--- src/rtl/tcm_arb_pkg.sv ---
// Shared definitions for the IFU/MAU TCM arbiter: AHB transfer encodings,
// data-phase owner encoding and the held-response record.
package tcm_arb_pkg;

  typedef enum logic [1:0] {
    IDLE   = 2'b00,
    BUSY   = 2'b01,
    NONSEQ = 2'b10,
    SEQ    = 2'b11
  } htrans_e;

  localparam logic OWN_IFU = 1'b0;
  localparam logic OWN_MAU = 1'b1;

  // Width of the held read word; the arbiter's DW must not exceed it.
  localparam int unsigned HOLD_DW = 32;

  typedef struct packed {
    logic               resp;
    logic [HOLD_DW-1:0] data;
  } hold_t;

endpackage

--- src/rtl/tcm_arb_resp_hold.sv ---
// Per-master response path: parks a completed data phase while the master's
// next address phase is still waiting for a grant, presents the parked
// response, and generates the master's hready.
module tcm_arb_resp_hold
  import tcm_arb_pkg::*;
#(
  parameter int unsigned DW = 32
) (
  input  logic          hclk,
  input  logic          hrst,
  input  logic          tcm_hready,
  input  logic          tcm_hresp,
  input  logic [DW-1:0] tcm_hrdata,
  input  logic          req,
  input  logic          gnt,
  input  logic          dph,
  output logic          hready,
  output logic          hresp,
  output logic [DW-1:0] hrdata
);

  logic  hold_vld;
  hold_t hold_q;

  // Capture when our data phase ends but our next request lost arbitration;
  // release on the cycle that request is finally accepted.
  always_ff @(posedge hclk) begin
    if (hrst) begin
      hold_vld <= 1'b0;
      hold_q   <= '0;
    end else if (tcm_hready) begin
      if (dph && req && !gnt) begin
        hold_vld    <= 1'b1;
        hold_q.resp <= tcm_hresp;
        hold_q.data <= HOLD_DW'(tcm_hrdata);
      end else if (hold_vld && gnt) begin
        hold_vld <= 1'b0;
      end
    end
  end

  // A pending request or parked response stalls until granted; otherwise
  // follow the slave during our own data phase.
  always_comb begin
    hready = 1'b1;
    if (hold_vld || req) hready = gnt & tcm_hready;
    else if (dph)        hready = tcm_hready;
  end

  assign hrdata = hold_vld ? DW'(hold_q.data) : tcm_hrdata;
  assign hresp  = hold_vld ? hold_q.resp : (dph & tcm_hresp);

endmodule

--- src/rtl/tcm_ahb_arbiter.sv ---
// Two-master AHB-lite arbiter sharing one TCM port between IFU (fetch) and
// MAU (load/store). MAU wins on contention. Defining TCM_ARB_STARVE_GUARD_EN
// adds a streak counter that forces one IFU grant after MAU_STREAK_MAX
// consecutive MAU wins over a waiting IFU.
module tcm_ahb_arbiter
  import tcm_arb_pkg::*;
#(
  parameter int unsigned AW             = 32,
  parameter int unsigned DW             = 32,
  parameter int unsigned MAU_STREAK_MAX = 4
) (
  input  logic          hclk,
  input  logic          hrst,
  input  logic [AW-1:0] ifu_haddr,
  input  logic [1:0]    ifu_htrans,
  input  logic [2:0]    ifu_hsize,
  output logic          ifu_hready,
  output logic          ifu_hresp,
  output logic [DW-1:0] ifu_hrdata,
  input  logic [AW-1:0] mau_haddr,
  input  logic [1:0]    mau_htrans,
  input  logic          mau_hwrite,
  input  logic [2:0]    mau_hsize,
  input  logic [DW-1:0] mau_hwdata,
  output logic          mau_hready,
  output logic          mau_hresp,
  output logic [DW-1:0] mau_hrdata,
  output logic [AW-1:0] tcm_haddr,
  output logic [1:0]    tcm_htrans,
  output logic          tcm_hwrite,
  output logic [2:0]    tcm_hsize,
  output logic [DW-1:0] tcm_hwdata,
  input  logic          tcm_hready,
  input  logic          tcm_hresp,
  input  logic [DW-1:0] tcm_hrdata,
  output logic          arb_dph_vld,
  output logic          arb_dph_own
);

  logic req_i, req_m, gnt_i, gnt_m, guard_trip, dph_i, dph_m;

  assign req_i = ifu_htrans[1];
  assign req_m = mau_htrans[1];

`ifdef TCM_ARB_STARVE_GUARD_EN
  localparam int unsigned SW = (MAU_STREAK_MAX < 1) ? 1 : $clog2(MAU_STREAK_MAX + 1);
  logic [SW-1:0] streak;

  // Count MAU wins over a waiting IFU; an IFU win or an idle IFU restarts it.
  always_ff @(posedge hclk) begin
    if (hrst) begin
      streak <= '0;
    end else if (tcm_hready) begin
      if (!req_i || gnt_i) streak <= '0;
      else if (gnt_m)      streak <= streak + SW'(1);
    end
  end

  assign guard_trip = req_i && (streak == SW'(MAU_STREAK_MAX));
`else
  assign guard_trip = 1'b0;
`endif

  assign gnt_m = req_m & ~guard_trip;
  assign gnt_i = req_i & ~gnt_m;

  // Forward the granted master's address phase; idle the slave otherwise.
  always_comb begin
    tcm_haddr  = '0;
    tcm_htrans = IDLE;
    tcm_hwrite = 1'b0;
    tcm_hsize  = '0;
    if (gnt_m) begin
      tcm_haddr  = mau_haddr;
      tcm_htrans = mau_htrans;
      tcm_hwrite = mau_hwrite;
      tcm_hsize  = mau_hsize;
    end else if (gnt_i) begin
      tcm_haddr  = ifu_haddr;
      tcm_htrans = ifu_htrans;
      tcm_hsize  = ifu_hsize;
    end
  end

  // Track which master owns the slave's current data phase.
  always_ff @(posedge hclk) begin
    if (hrst) begin
      arb_dph_vld <= 1'b0;
      arb_dph_own <= OWN_IFU;
    end else if (tcm_hready) begin
      arb_dph_vld <= gnt_i | gnt_m;
      arb_dph_own <= gnt_m ? OWN_MAU : OWN_IFU;
    end
  end

  assign dph_i      = arb_dph_vld & (arb_dph_own == OWN_IFU);
  assign dph_m      = arb_dph_vld & (arb_dph_own == OWN_MAU);
  assign tcm_hwdata = dph_m ? mau_hwdata : '0;

  tcm_arb_resp_hold #(.DW(DW)) u_hold_ifu (
    .hclk       (hclk),
    .hrst       (hrst),
    .tcm_hready (tcm_hready),
    .tcm_hresp  (tcm_hresp),
    .tcm_hrdata (tcm_hrdata),
    .req        (req_i),
    .gnt        (gnt_i),
    .dph        (dph_i),
    .hready     (ifu_hready),
    .hresp      (ifu_hresp),
    .hrdata     (ifu_hrdata)
  );

  tcm_arb_resp_hold #(.DW(DW)) u_hold_mau (
    .hclk       (hclk),
    .hrst       (hrst),
    .tcm_hready (tcm_hready),
    .tcm_hresp  (tcm_hresp),
    .tcm_hrdata (tcm_hrdata),
    .req        (req_m),
    .gnt        (gnt_m),
    .dph        (dph_m),
    .hready     (mau_hready),
    .hresp      (mau_hresp),
    .hrdata     (mau_hrdata)
  );

endmodule
--- config.mk ---
export PLATFORM = sky130hd
export DESIGN_NAME = tcm_ahb_arbiter
export DESIGN_NICKNAME = d
export VERILOG_FILES = /design/src/rtl/tcm_arb_pkg.sv /design/src/rtl/tcm_arb_resp_hold.sv /design/src/rtl/tcm_ahb_arbiter.sv
export SDC_FILE = /design/constraint.sdc
export NUM_CORES = 1
export LEC_CHECK = 0
export ABC_CLOCK_PERIOD_IN_PS = 1500
export CAP_MARGIN = 15
export CORE_MARGIN = 1.5
export CORE_UTILIZATION = 35
export DETAILED_ROUTE_END_ITERATION = 6
export PLACE_DENSITY = 0.81
export SETUP_SLACK_MARGIN = 0.05
export SYNTH_ARGS = -nofsm -noshare
export SYNTH_HDL_FRONTEND = slang
export SYNTH_SLANG_ARGS = --single-unit
--- constraint.sdc ---
create_clock -name hclk -period 1.5 [get_ports hclk]
set_input_delay 0.15 -clock hclk [delete_from_list [all_inputs] [get_ports hclk]]
set_output_delay 0.15 -clock hclk [all_outputs]
set_load 0.05 [all_outputs]
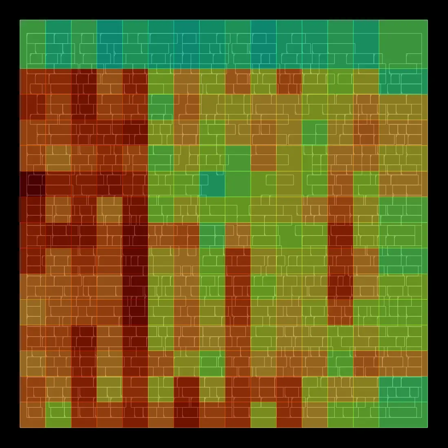
Figure 1: congestion heat map.
final core utilization: 80.9%
met2 Use GR: 59.6%
GR peak layer: met2

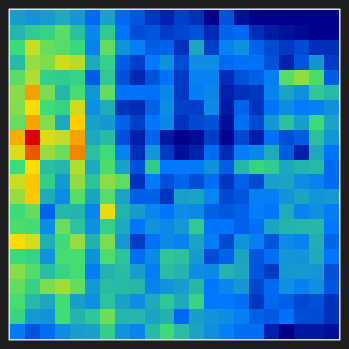
Figure 2: wiring heat map.
(3 px per um) The die is cut into 22 by 22 equal tiles; dark blue is low, red is high, scaled to the fullest tile. Values are wire area over tile area, all layers added.
tiles over half the peak	15%
densest ninth of the die	left middle
mean over tiles	0.27
fullest tile	0.85
nearly empty tiles	2.7%

==> ci_impl_report.md <==
## Synthesis and layout report

| Metric | Value |
|---|---|
| GRT Total Usage | 31.8% |
| Clock share of power | 29.7% |
| DRC Markers | 0 |
| Chip area | 12000 um2 |
| Initial antenna violation count | 0 |
| Hold_sp | hrst |
| Vias post-DR | 4465 |
| Final Wtd Congestion | 0.986 |
| Outcome | finished, violations left |
| Fmax | 634 MHz |
| Placed cells | 797 |
| Measured slew at the worst slew-check pin | 360 ps |
| Relative slew slack | 76.0% |
| CP max-delay cell | dfxtp_4 |
| Final instance area | 8890 um2 |
| DR WL/cell | 23.7 um |
| Syn_area_per_cell | 9.96 um2 |
| Sink Count | 70 |
| Hold Crit Endpoint | u_hold_mau.hold_q[10]$_SDFFE_PP0P_ |
| OpenROAD warnings | 32 |
| DRT Pass-1 Iters | 4 |
| R2r worst-path depth | 5 |
| GR Overflow Total | 0 |
| Hold Crit Depth | 3 |
| Failing checks | negative setup slack |
| Worst Setup Slack, final | -78.5 ps |
| # setup viols final | 70 |
| Clock root buffer | clkbuf_16 |
| PwrDens | 704 nW/um2 |
| FILL cells | 601 |
| CP Cell Sequence | buf_12 > mux2_2 > buf_6 |
| CP Capture Type | output port |
| Top Consumer | combinational cells |
| Worst-Skew Late Latency | 320 ps |
| Ys async rst share | 0% |
| Largest net degree at the start of global routing | 104 |
| Placed Area | 7540 um2 |
| Sw Share | 32.0% |
| Die extent in y | 110 um |
area by class of cell:
type | count | area (um2) | share of cell area, %
Timing Repair Buffer | 322 | 4290 | 48.3
Inverter | 1 | 3.75 | 0.0422
Antenna cell | 1 | 2.50 | 0.0282
Clock inverter | 2 | 10.0 | 0.113
Tap cell | 140 | 175 | 1.97
Clock buffer | 12 | 246 | 2.77
Sequential cell | 70 | 1420 | 15.9
Multi-Input combinational cell | 291 | 2740 | 30.9
metal layers:
layer	global-route usage, %	up-vias	share of wire [%]
met3	7.17	69	6.0
met5	0	-	0
met1	30.9	2158	34
met4	21.2	0	6.4
li1	-	1985	-
met2	59.6	253	53
No activity file was given, so power comes from the tool's default toggle rates.
